`src/rtl/zx_cart_mapper_if.sv`:
```
// Z80-side bus bundle for the cartridge mapper: CPU control/address/data in,
// cartridge ROM select lines and status out.
interface zx_cart_mapper_if;
  logic       iorq_n;
  logic       wr_n;
  logic       rd_n;
  logic       mreq_n;
  logic       A7;
  logic       A13;
  logic       A14;
  logic       A15;
  logic [7:0] D;
  logic       ZX_ROM_blk;
  logic       CR_ROM_oe_n;
  logic [5:0] CR_ROM_A;
  logic       locked;
  logic       busy;

  modport master (
    output iorq_n, wr_n, rd_n, mreq_n, A7, A13, A14, A15, D,
    input  ZX_ROM_blk, CR_ROM_oe_n, CR_ROM_A, locked, busy
  );

  modport slave (
    input  iorq_n, wr_n, rd_n, mreq_n, A7, A13, A14, A15, D,
    output ZX_ROM_blk, CR_ROM_oe_n, CR_ROM_A, locked, busy
  );
endinterface

```
`src/rtl/zx_cart_mapper.sv`:
```
// ZX Spectrum cartridge bank mapper: port 0x7F write register with deferred apply.
// Optional ZX_CART_AUTOINC_EN: an I/O read of port 0x7F increments the bank.
module zx_cart_mapper #(
  parameter int         SYNC_STAGES = 2,
  parameter logic [5:0] RESET_BANK  = 6'd0
) (
  input  logic            clk,
  input  logic            reset_n,
  zx_cart_mapper_if.slave bus
);

`ifdef ZX_CART_AUTOINC_EN
  localparam int NCTL = 8;
`else
  localparam int NCTL = 7;
`endif

  typedef enum logic [1:0] {
    ST_IDLE,
    ST_WAIT_END,
    ST_APPLY,
    ST_LOCKED
  } state_t;

  logic [NCTL-1:0] w_raw;
  logic [NCTL-1:0] r_sync [SYNC_STAGES];
  logic [NCTL-1:0] w_sync;

  state_t     r_state;
  state_t     w_state_next;
  logic [7:0] r_pend;
  logic [7:0] w_pend_next;
  logic [5:0] r_bank;
  logic       r_cart_off;
  logic       r_lock;
  logic       r_wr_cond;
  logic       w_wr_cond;
  logic       w_wr_strobe;
  logic       w_rd_strobe;
  logic       w_lower_busy;
  logic       w_lower_raw;
  logic       w_oe_n;
  logic       w_capture;
  logic       w_apply;

  // Bit map: 0 iorq_n, 1 wr_n, 2 mreq_n, 3 A7, 4 A13, 5 A14, 6 A15, 7 rd_n
`ifdef ZX_CART_AUTOINC_EN
  assign w_raw = {bus.rd_n, bus.A15, bus.A14, bus.A13, bus.A7,
                  bus.mreq_n, bus.wr_n, bus.iorq_n};
`else
  assign w_raw = {bus.A15, bus.A14, bus.A13, bus.A7,
                  bus.mreq_n, bus.wr_n, bus.iorq_n};
`endif

  generate
    for (genvar gi = 0; gi < SYNC_STAGES; gi++) begin : g_sync
      always_ff @(posedge clk) begin
        if (!reset_n) begin
          r_sync[gi] <= '1;
        end else if (gi == 0) begin
          r_sync[gi] <= w_raw;
        end else begin
          r_sync[gi] <= r_sync[(gi == 0) ? 0 : gi - 1];
        end
      end
    end
  endgenerate

  assign w_sync       = r_sync[SYNC_STAGES-1];
  assign w_wr_cond    = w_sync[0] | w_sync[1] | w_sync[3];
  assign w_wr_strobe  = r_wr_cond & ~w_wr_cond & ~r_lock;
  assign w_lower_busy = ~w_sync[2] & ~w_sync[4] & ~w_sync[5] & ~w_sync[6];

`ifdef ZX_CART_AUTOINC_EN
  logic r_rd_cond;
  logic w_rd_cond;

  assign w_rd_cond   = w_sync[0] | w_sync[7] | w_sync[3];
  assign w_rd_strobe = r_rd_cond & ~w_rd_cond & ~r_lock;
  // A read-triggered update keeps cart_off and bumps the bank, wrapping at 64.
  assign w_pend_next = w_wr_strobe ? bus.D : {1'b0, r_cart_off, r_bank + 6'd1};

  always_ff @(posedge clk) begin
    if (!reset_n) begin
      r_rd_cond <= 1'b1;
    end else begin
      r_rd_cond <= w_rd_cond;
    end
  end
`else
  assign w_rd_strobe = 1'b0;
  assign w_pend_next = bus.D;
`endif

  always_comb begin
    w_state_next = r_state;
    w_capture    = 1'b0;
    w_apply      = 1'b0;
    case (r_state)
      ST_IDLE: begin
        if (w_wr_strobe || w_rd_strobe) begin
          w_capture    = 1'b1;
          w_state_next = ST_WAIT_END;
        end
      end
      ST_WAIT_END: begin
        if (w_sync[0]) begin
          w_state_next = ST_APPLY;
        end
      end
      ST_APPLY: begin
        // Hold the old bank until any lower-ROM access has finished.
        if (!w_lower_busy) begin
          w_apply      = 1'b1;
          w_state_next = r_pend[7] ? ST_LOCKED : ST_IDLE;
        end
      end
      ST_LOCKED: begin
        w_state_next = ST_LOCKED;
      end
      default: begin
        w_state_next = ST_IDLE;
      end
    endcase
  end

  always_ff @(posedge clk) begin
    if (!reset_n) begin
      r_state    <= ST_IDLE;
      r_pend     <= 8'd0;
      r_bank     <= RESET_BANK;
      r_cart_off <= 1'b0;
      r_lock     <= 1'b0;
      r_wr_cond  <= 1'b1;
    end else begin
      r_state   <= w_state_next;
      r_wr_cond <= w_wr_cond;
      if (w_capture) begin
        r_pend <= w_pend_next;
      end
      if (w_apply) begin
        r_bank     <= r_pend[5:0];
        r_cart_off <= r_pend[6];
        r_lock     <= r_pend[7];
      end
    end
  end

  // Output enable stays combinational on the raw bus for ROM access time.
  assign w_lower_raw     = ~bus.A15 & ~bus.A14 & ~bus.A13;
  assign w_oe_n          = ~w_lower_raw | bus.rd_n | bus.mreq_n | r_cart_off;
  assign bus.CR_ROM_oe_n = w_oe_n;
  assign bus.ZX_ROM_blk  = ~w_oe_n;
  assign bus.CR_ROM_A    = r_bank;
  assign bus.locked      = r_lock;
  assign bus.busy        = (r_state == ST_WAIT_END) || (r_state == ST_APPLY);

endmodule

```
`src/flat_wrapper.sv`:
```
// flat-port wrapper written by rule: the top's interface ports become plain ports
module zx_cart_mapper_flat 
#(
  parameter int         SYNC_STAGES = 2,
  parameter logic [5:0] RESET_BANK  = 6'd0
)
  (clk, reset_n, bus_iorq_n, bus_wr_n, bus_rd_n, bus_mreq_n, bus_A7, bus_A13, bus_A14, bus_A15, bus_D, bus_ZX_ROM_blk, bus_CR_ROM_oe_n, bus_CR_ROM_A, bus_locked, bus_busy);
  zx_cart_mapper_if bus_i ();
  input  logic clk;
  input  logic reset_n;
  input wire logic [$bits(bus_i.iorq_n)-1:0] bus_iorq_n;
  input wire logic [$bits(bus_i.wr_n)-1:0] bus_wr_n;
  input wire logic [$bits(bus_i.rd_n)-1:0] bus_rd_n;
  input wire logic [$bits(bus_i.mreq_n)-1:0] bus_mreq_n;
  input wire logic [$bits(bus_i.A7)-1:0] bus_A7;
  input wire logic [$bits(bus_i.A13)-1:0] bus_A13;
  input wire logic [$bits(bus_i.A14)-1:0] bus_A14;
  input wire logic [$bits(bus_i.A15)-1:0] bus_A15;
  input wire logic [$bits(bus_i.D)-1:0] bus_D;
  output wire logic [$bits(bus_i.ZX_ROM_blk)-1:0] bus_ZX_ROM_blk;
  output wire logic [$bits(bus_i.CR_ROM_oe_n)-1:0] bus_CR_ROM_oe_n;
  output wire logic [$bits(bus_i.CR_ROM_A)-1:0] bus_CR_ROM_A;
  output wire logic [$bits(bus_i.locked)-1:0] bus_locked;
  output wire logic [$bits(bus_i.busy)-1:0] bus_busy;
  assign bus_i.iorq_n = bus_iorq_n;
  assign bus_i.wr_n = bus_wr_n;
  assign bus_i.rd_n = bus_rd_n;
  assign bus_i.mreq_n = bus_mreq_n;
  assign bus_i.A7 = bus_A7;
  assign bus_i.A13 = bus_A13;
  assign bus_i.A14 = bus_A14;
  assign bus_i.A15 = bus_A15;
  assign bus_i.D = bus_D;
  assign bus_ZX_ROM_blk = bus_i.ZX_ROM_blk;
  assign bus_CR_ROM_oe_n = bus_i.CR_ROM_oe_n;
  assign bus_CR_ROM_A = bus_i.CR_ROM_A;
  assign bus_locked = bus_i.locked;
  assign bus_busy = bus_i.busy;
  zx_cart_mapper #(.SYNC_STAGES(SYNC_STAGES), .RESET_BANK(RESET_BANK)) u_core (.clk(clk), .reset_n(reset_n), .bus(bus_i));
endmodule
```
`config.mk`:
```
export PLATFORM = sky130hd
export DESIGN_NAME = zx_cart_mapper_flat
export DESIGN_NICKNAME = d
export VERILOG_FILES = /design/src/rtl/zx_cart_mapper_if.sv /design/src/rtl/zx_cart_mapper.sv /design/src/flat_wrapper.sv
export SDC_FILE = /design/constraint.sdc
export NUM_CORES = 1
export LEC_CHECK = 0
export ABC_AREA = 1
export CAP_MARGIN = 20
export CORE_ASPECT_RATIO = 1.4
export CORE_MARGIN = 3
export CORE_UTILIZATION = 52
export CTS_BUF_LIST = sky130_fd_sc_hd__clkbuf_16
export CTS_CLUSTER_DIAMETER = 30
export DETAILED_ROUTE_END_ITERATION = 6
export GPL_TIMING_DRIVEN = 1
export PLACE_DENSITY = 0.82
export RECOVER_POWER = 100
export SETUP_SLACK_MARGIN = 0.4
export SLEW_MARGIN = 5
export SYNTH_ARGS = -nofsm -noshare
export SYNTH_HDL_FRONTEND = slang
export SYNTH_SLANG_ARGS = --single-unit
```
`constraint.sdc`:
```
create_clock -name clk -period 3.1 [get_ports clk]
set_input_delay 0.465 -clock clk [delete_from_list [all_inputs] [get_ports clk]]
set_output_delay 0.465 -clock clk [all_outputs]
set_load 0.02 [all_outputs]
```
==> run summary, run 1 <==
On the backend side, the flow ran end to end.

The flow ran to the end, and the final reports show no timing, DRC or antenna violations. The internal reg-to-reg setup slack stands at 1.55 ns. Counting flops per register, the top entry is u_core.r_sync. The post-placement cell area is 0.001559 sq mm. Signal routing reaches up to met4. According to the Yosys statistics, the synthesized design has a chip area of 0.001275 sq mm.

For the combinational group, total power comes out at ~400 uW. TritonRoute output was used to compute an average wire per cell of 12.57 um. The synth_stat.txt file lists the number of cells as 156. By area, the combinational part of the netlist is dominated by simple AND/OR/NAND/NOR gates. The post-route worst hold slack stands at 0.3976 ns. After its last routability iteration, the placer logged a weighted congestion of 0.7816. Per the TritonCTS log, the buffer count is 5. The fraction of final cell area spent on clock buffers and inverters in this run is 0.1090.

Counting every instance in the synthesized netlist gives about 160. The number of multi-input combinational cells stands at 96. The number of fill cells in the layout stands at about 160. TritonCTS built the clock tree. The final cell utilization of the core stands at 0.7750. The internal cell power stands at roughly 1.1 mW. Of the total power, the clock network draws 0.409. The share of synthesized cell area in and-or and or-and compound cells stands at 0.1217. The number of warning messages in the logs stands at 29.

In this run the clock root is driven by a clkbuf_16. Max-cap violations in this run came to 0. Per report_power, the top consumer among the power groups is the clock network. Looking at the area split, the leading class of cells is sequential cells. The static leakage power stands at 0.7933 nW. The CTS H-tree depth stands at 2. The number of sequential cells in the layout stands at 33. The buffer share of cell area stands at 0.1570.

Setup repair after global routing left no endpoint under its margin. Yosys attributes the largest share of cell area to dfxtp_1 (52%), nand2_1 (9.7%), inv_1 (6.5%). The post-synthesis share of cell area spent on full adders, half adders and majority gates stands at 0.03925. The post-cts hold-fix buffer tally stands at 0. Measured along the x axis, the die boundary spans 47.85 um. Grouping stages by cell kind, the critical path spends the most delay in buffers and inverters.

The number of non-clock buffers in the layout stands at 28. The number of well taps stands at 22. The global-route track usage on met2 stands at 0.3295. Per the synthesis report, the simple-gate share of the synthesized area is 0.2395. The floorplan report gives the top-level pin count as 28. The number of nets in the synthesized netlist stands at 178. For this run, asynchronously set or reset flops after synthesis account for 0.
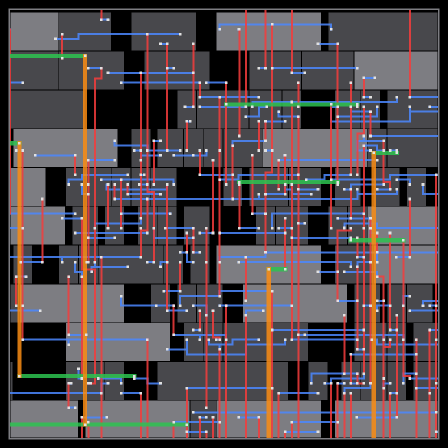
Run 1: zoomed window
Region (9, 30) to (39, 60) um. Cells in gray, sequential cells in the stronger gray; small squares are vias.
- M2: red
- M3: green
- M1: blue
- M4: orange
- netlist names of flops here include: u_core.r_pend (5), u_core.r_sync (5), u_core.bus.CR_ROM_A (2)
- sequential cells in the window: 15
- most frequent: nand2_1 (16), dfxtp_1 (15)
- cells with their middle in the window: 84

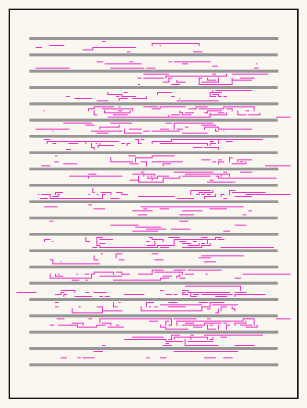
Run 1: M1 wires
Scale: 6 px per um. Supply wires on this layer in gray.
- nets with wire on the layer: 186
- longest straight run: 17.0 um
- main direction: horizontal

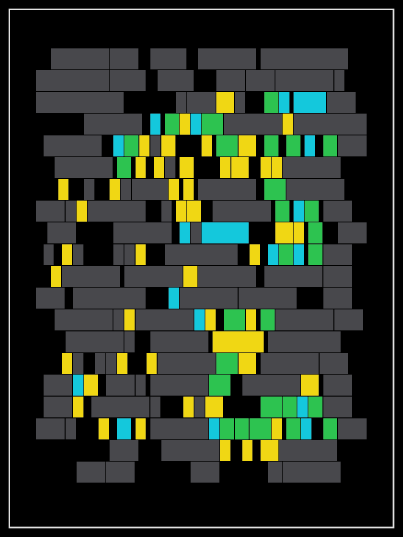
Run 1: selected gate families
Scale: 8 px per um.
- aoi and oai cells: green (cells 27; most used a21oi_1)
- nor cells: cyan (cells 18; most used nor2_1)
- nand cells: yellow (cells 47; most used nand2_1)

Run 1, signal wires by layer:
Scale: 6 px per um. Only two layers are drawn.
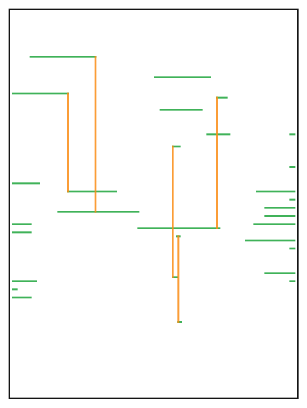

==> inputs of run 2 (changes only) <==
--- a/config.mk
+++ b/config.mk
@@ -9,12 +9,12 @@
 export CAP_MARGIN = 20
 export CORE_ASPECT_RATIO = 1.4
 export CORE_MARGIN = 3
-export CORE_UTILIZATION = 52
+export CORE_UTILIZATION = 48
 export CTS_BUF_LIST = sky130_fd_sc_hd__clkbuf_16
 export CTS_CLUSTER_DIAMETER = 30
 export DETAILED_ROUTE_END_ITERATION = 6
 export GPL_TIMING_DRIVEN = 1
-export PLACE_DENSITY = 0.82
+export PLACE_DENSITY = 0.76
 export RECOVER_POWER = 100
 export SETUP_SLACK_MARGIN = 0.4
 export SLEW_MARGIN = 5
==> constraint.sdc (replaced) <==
create_clock -name clk -period 2.3 [get_ports clk]
set_input_delay 0.345 -clock clk [delete_from_list [all_inputs] [get_ports clk]]
set_output_delay 0.345 -clock clk [all_outputs]
set_load 0.02 [all_outputs]
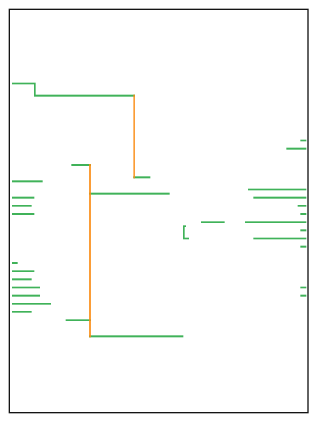
Run 2: signal wires by layer
Scale: 6 px per um. Only two layers are drawn.
- M4: orange (wire length 42.2 um)
- M3: green (wire length 151 um)

==> run summary, run 2 <==
On the backend side, the flow ran end to end.

After detailed routing, the average wire length per cell comes to 10.95 um. The instance tally after logic synthesis stands at 156. The relative area of clock buffers and inverters in the final design stands at 0.07858. The report puts the hold buffer count at CTS at 0. For the combinational group, total power comes out at about 500 uW.

The share of synthesized cell area in and-or and or-and compound cells stands at 0.1217. The number of fill cells in the layout stands at roughly 240. The number of non-clock buffers in the layout stands at 29.

The layout report lists the non-clock buffer share of cell area as 0.1609. The post-synthesis share of cell area spent on full adders, half adders and majority gates stands at 0.03925. The global placer's final weighted congestion stands at a little over 0.8. The fraction of registers with async set/reset stands at 0. In the power breakdown, the biggest contributor is registers. The run finished with clean final reports.

The H-tree was split into 2 levels. The leakage component of the power was reported as 0.7682 nW. The I/O pin total stands at 28. The post-route worst hold slack stands at 0.3964 ns. Signal routing reaches up to met4. Looking at the area split, the leading class of cells is sequential cells.
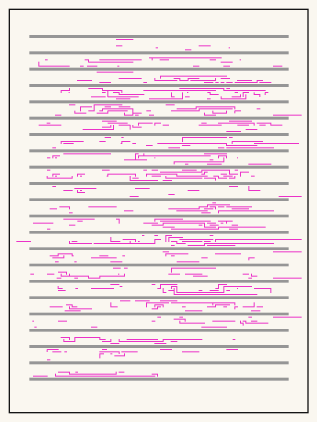
Run 2: M1 wires
Scale: 6 px per um. Supply wires on this layer in gray.
- wire length on this layer: 985 um
- main direction: horizontal
- nets with wire on the layer: 189
number of vias in the routed layout: 1051
global routing met1 resource utilization: 0.1803

Run 2, selected gate families:
Scale: 8 px per um.
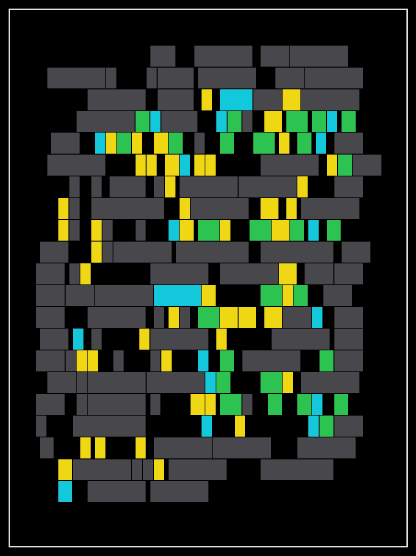

==> inputs of run 3 (changes only) <==
--- a/config.mk
+++ b/config.mk
@@ -9,12 +9,12 @@
 export CAP_MARGIN = 20
 export CORE_ASPECT_RATIO = 1.4
 export CORE_MARGIN = 3
-export CORE_UTILIZATION = 48
+export CORE_UTILIZATION = 44
 export CTS_BUF_LIST = sky130_fd_sc_hd__clkbuf_16
 export CTS_CLUSTER_DIAMETER = 30
 export DETAILED_ROUTE_END_ITERATION = 6
 export GPL_TIMING_DRIVEN = 1
-export PLACE_DENSITY = 0.76
+export PLACE_DENSITY = 0.74
 export RECOVER_POWER = 100
 export SETUP_SLACK_MARGIN = 0.4
 export SLEW_MARGIN = 5
==> constraint.sdc (replaced) <==
create_clock -name clk -period 1.71 [get_ports clk]
set_input_delay 0.2565 -clock clk [delete_from_list [all_inputs] [get_ports clk]]
set_output_delay 0.2565 -clock clk [all_outputs]
set_load 0.02 [all_outputs]
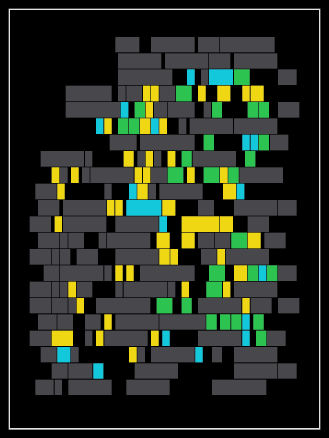
Run 3: selected gate families
Scale: 6 px per um.
- nor cells: cyan (cells 18; most used nor2_1)
- aoi and oai cells: green (cells 27; most used a21oi_1)
- nand cells: yellow (cells 47; most used nand2_1)

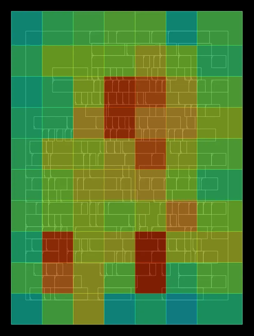
Run 3: routing congestion
most crowded layer after global routing: met2
GR Util met2: 0.3229
final core utilization: 0.6860
global routing met1 resource utilization: 0.1660
met3 layer usage reported by global route: 0.06882

==> run summary, run 3 <==
On the backend side, the flow ran end to end.

Setup repair after global routing could not meet its margin everywhere. The share of synthesized cell area in and-or and or-and compound cells stands at 0.1217. Of all flip-flops after synthesis, the portion carrying an async set or reset was 0.

The flow ran to the end, and the final reports show no timing, DRC or antenna violations. In this run, CTS created clock tree buffers numbering 5. The simple-gate area share of the yosys netlist stands at 0.2395. Ranked by flip-flop count, first place goes to u_core.r_sync.

The number of non-clock buffers in the layout stands at ~43. Internal power comes to ~1.8 mW. The instance tally after logic synthesis stands at 156.

The via count stands at roughly 1100. The number of fill cells in the layout stands at 226. Among all cell classes, the greatest summed area belongs to sequential cells.

In the synthesis report, Yosys lists the chip area as 0.001275 sq mm. The number of multi-input combinational cells stands at 96. The CTS H-tree depth stands at 2. The number of standard cells reported by yosys stands at 156. The number of well taps stands at 36.

The number of nets in the synthesized netlist stands at 178. The script logs the mean routed wire length per placed instance as 11.91 um. The post-cts hold-fix buffer tally stands at 0. According to the cell report, flip-flops and latches in the layout number 33.
Power figures rest on the tool's default switching activity, not on a simulated workload.
